### Metal 1

Drawn at 6 px/um.
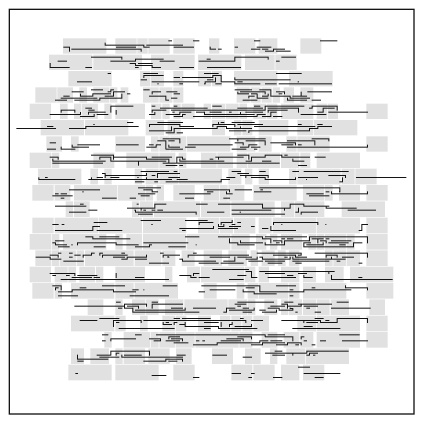
### M2 wires

Drawn at 8 px/um.
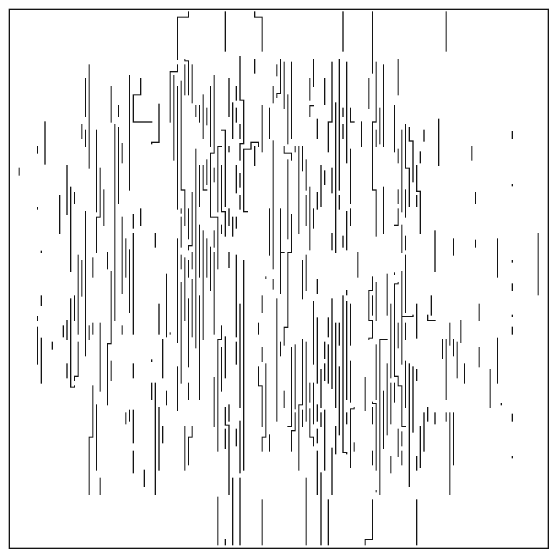
### M3 wires

Drawn at 4 px/um.
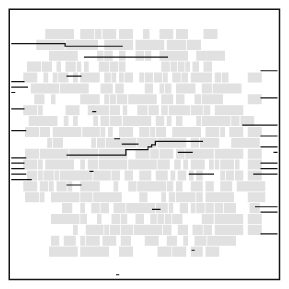
<file path="config.mk">
export PLATFORM = sky130hd
export DESIGN_NAME = gray_decoder_serial
export DESIGN_NICKNAME = d
export VERILOG_FILES = /design/src/rtl/gray_decoder_serial.sv
export SDC_FILE = /design/constraint.sdc
export NUM_CORES = 1
export LEC_CHECK = 0
export CORE_MARGIN = 3
export CORE_UTILIZATION = 51
export CTS_CLUSTER_SIZE = 10
export DETAILED_ROUTE_END_ITERATION = 7
export PLACE_DENSITY = 0.82
export SLEW_MARGIN = 10
export SYNTH_ARGS = -nofsm -noshare
export SYNTH_HDL_FRONTEND = slang
export SYNTH_SLANG_ARGS = --single-unit
</file>
<file path="constraint.sdc">
create_clock -name clk -period 2 [get_ports clk]
set_input_delay 0.4 -clock clk [delete_from_list [all_inputs] [get_ports clk]]
set_output_delay 0.4 -clock clk [all_outputs]
set_load 0.05 [all_outputs]
</file>
<file path="src/rtl/gray_decoder_serial.sv">
// rtl/gray_decoder_serial.sv - serial Gray-to-binary decoder, one bit per clock MSB first
module gray_decoder_serial #(
    parameter int WIDTH = 8,
    parameter int CNT_W = 16
) (
    input  logic             clk,
    input  logic             rst_n,
    input  logic             in_valid,
    output logic             in_ready,
    input  logic [WIDTH-1:0] gray_in,
    output logic             out_valid,
    input  logic             out_ready,
    output logic [WIDTH-1:0] binary_out,
    output logic             busy,
    output logic [CNT_W-1:0] words_done
);

    localparam int IDX_W = (WIDTH > 1) ? $clog2(WIDTH) : 1;
    localparam logic [IDX_W-1:0] IDX_MSB = IDX_W'(WIDTH - 1);

    typedef enum logic [1:0] {
        IDLE,
        DECODE,
        DONE
    } state_t;

    state_t           state;
    state_t           state_nxt;
    logic [WIDTH-1:0] g_reg;
    logic [IDX_W-1:0] idx;
    logic             acc;
    logic             bit_res;

    // Running XOR: each resolved bit is the parity of all Gray bits above and at idx.
    assign bit_res = acc ^ g_reg[idx];

    always_comb begin
        state_nxt = state;
        in_ready  = 1'b0;
        out_valid = 1'b0;
        busy      = 1'b0;
        case (state)
            IDLE: begin
                in_ready = 1'b1;
                if (in_valid) begin
                    state_nxt = DECODE;
                end
            end
            DECODE: begin
                busy = 1'b1;
                if (idx == '0) begin
                    state_nxt = DONE;
                end
            end
            DONE: begin
                out_valid = 1'b1;
                if (out_ready) begin
                    state_nxt = IDLE;
                end
            end
            default: state_nxt = IDLE;
        endcase
    end

    always_ff @(posedge clk) begin
        if (!rst_n) begin
            state      <= IDLE;
            g_reg      <= '0;
            idx        <= '0;
            acc        <= 1'b0;
            binary_out <= '0;
            words_done <= '0;
        end else begin
            state <= state_nxt;
            case (state)
                IDLE: begin
                    if (in_valid) begin
                        g_reg <= gray_in;
                        idx   <= IDX_MSB;
                        acc   <= 1'b0;
                    end
                end
                DECODE: begin
                    binary_out[idx] <= bit_res;
                    acc             <= bit_res;
                    idx             <= idx - IDX_W'(1);
                end
                DONE: begin
                    if (out_ready) begin
                        words_done <= words_done + CNT_W'(1);
                    end
                end
                default: ;
            endcase
        end
    end

endmodule

</file>
==> flow_summary.yaml <==
# flow metrics
final_timing:
  drv_slew: 0
  hold_slack_ns: 0.460
  finalClockPeriodUsage: 0.975
  skew_ns: 0.00403
  period_needed_ns: 1.95
  slew-limit-headroom: 0.659
  max_freq_mhz: 513
  setup_ws_ns: 0.0505
  tightest_slew_ns: 0.511
  fin_setup_tns_ns: 0
  setup_violations: 0
  rsz0062_at_grt: "no"
  finalHoldViolCount: 0
power_and_ir_drop:
  power.leakage_uw: 0.000976
  pwr_density_cell_nw_per_um2: 708
  ir_worst_vdd_mv: 0.429
cells_and_area:
  nets: 276
  drive_gt1_frac: 0.0992
  antenna_cells: 0
  fin_util: 0.713
  logic_area_um2: 1060
  area_growth_pct: 29.4
  layout_top_cells: "nand2_1, dfxtp_1, clkdlybuf4s50_1"
  flop_area_um2: 762
  final_cells: 308
  fillers: 299
  layout_top_cell: "nand2_1"
  largest_reg_flops: 16
global_route:
  grt_usage: 0.197
  grt_pass1_vias: 1534
  overflow: 0
  grt_max_degree: 45
  antenna_found_initial: 0
  grt_pass1_wl_mm: 6.80
die:
  ioPinCount: 39
  core-area_um2: 3470
  fp-utilization: 0.551
  rows: 21
  chip_area_um2: 4520
  die_h_um: 67.2
  fp.dieW_um: 67.2
synth:
  edf_count: 0
  synth_chip_area_um2: 1910
  synth_stat.cells: 222
  yosysTopAreaCell: "dfxtp_1"
  async_reset_ff_frac: 0
  top_cell_area_share: 0.398
  fp_nets: 237
  postSynthSeqShare: 0.398
  ys.flops: 38
  yosys-top-cells-area: "dfxtp_1, nand2_1, a21boi_0"
  netlist_instances: 222
  ys_warn_count: 0
  synthDistinctLibCells: 34
  synth_area_um2: 1910
  yosys_most_used_dff: "dfxtp_1"
  synthTopCellsByCount: "dfxtp_1, nand2_1, nor3_1, and2_1, a21boi_0"
  syn_area_per_cell_um2: 8.61
worst_setup_path:
  critPathKind: "register to output port"
  slowest_stage: "clkdlybuf4s50_1"
  crit_arrival_ns: 1.55
  path_buffers: 1
  slowest_delay_ns: 0.84
  worstPathMaxFanout: 5
  required_ns: 1.60
  cp_top_family: "buffers and inverters"
  path_cells: "clkdlybuf4s50_1"
  startpoint_type: "register"
  end_kind: "output port"
  timing.rr.start: "idx[0]$_SDFFE_PN0P_"
  startpoint: "words_done[4]$_SDFFE_PN0P_"
cts:
  cts_tree: "built"
  clkLatencyLatePin_ns: 0.29
  clockBufferDepth: 2
  numCtsBuffers: 5
  clk_pin_slew_ns: 0.07
  clock-sinks: 38
  h-tree-depth: 2
  root_buffer: "clkbuf_8"
place:
  dpl.hpwl_mm: 2.76
  placed_cells: 300
  io_buffers: 38
  dp_slack_ns: 0.00719
  place_congestion: 0.732
detailed_routing:
  wl_per_cell_um: 13.0
  drc: 0
  final_antenna_net_count: 0
  firstDrtPassIters: 4
  drt_iter0_drc: 121
  avgViaCountPerCell: 5.43
flow_run:
  warnings: 27
  drv_cap: 0
hold_path:
  holdCritStartpoint: "g_reg[4]$_SDFFE_PN0P_"
  hp-class: "register to register"
run_status:
  status: "completed"
Back to the opening pictures, 'Metal 1':
wire length on this layer: 1790 um
share of all routed wire: 45%
longest straight run: 19.3 um
nets with wire on the layer: 240
main direction: horizontal
Detailed Route WL: 4.01 mm
grt met1 use: 0.234
via count: 1672

Back to the opening pictures, 'M2 wires':
wire length on this layer: 1890 um
share of all routed wire: 47%
nets with wire on the layer: 230
main direction: vertical
GR Util met2: 0.325

Back to the opening pictures, 'M3 wires':
nets with wire on the layer: 29
wire length on this layer: 195 um
main direction: horizontal
M3 GR Usage: 0.0566

[cell type report]
cell class,count,share of cell area
Sequential cell,38,0.308
Inverter,7,0.0106
Tap cell,46,0.0233
Clock buffer,8,0.0445
Multi-Input combinational cell,165,0.430
Timing Repair Buffer,44,0.183
[kinds of logic after synthesis]
| family | Yosys count | share of synthesized area |
|---|---|---|
| AND/OR/NAND/NOR | 120 | 0.348 |
| buffers and inverters | 19 | 0.0452 |
| XOR/XNOR | 12 | 0.0550 |
| multiplexers | 7 | 0.0524 |
| AND-OR/OR-AND | 23 | 0.0812 |
| adder cells (fa/ha/maj) | 3 | 0.0196 |
| flip-flops | 38 | 0.398 |
[what timing repair did]
item / 4_1_cts / 5_1_grt
buffers inserted: 0 / 0
resized: 0 / 2
endpoints found under the setup margin: 0 / 7
hold buffers: 0 / 0
[per-layer routing]
layer / GRT usage / vias up / share of wire
met1: 0.234 / 767 / 0.45
li1: - / 855 / -
met2: 0.325 / 39 / 0.47
met5: 0 / - / 0
met4: 0.0962 / 0 / 0.031
met3: 0.0566 / 11 / 0.048
[worst paths after layout]
| kind | endpoint | slack [ns] | cells after the start |
|---|---|---|---|
| setup / recovery | words_done[4] | 0.05 | 1 |
| hold / removal | g_reg[4]$_SDFFE_PN0P_ | 0.46 | 2 |
| setup reg to reg | binary_out[0]$_SDFFE_PN0P_ | 0.13 | 4 |
| hold reg to reg | g_reg[4]$_SDFFE_PN0P_ | 0.46 | 2 |
[through the flow]
step	area, um^2	total power, uW
2_1_floorplan	1910	1050
3_3_place_gp	2360	1140
3_5_place_dp	2360	1150
4_1_cts	2470	1760
5_1_grt	2470	1830
6_report	2470	1750
[report_power, final]
group	internal [uW]	switching, uW	leakage (uW)
sequential	790	43.4	0.000309
clock	348	271	0.0000575
combinational	127	171	0.000610
Power figures rest on the tool's default switching activity, not on a simulated workload.
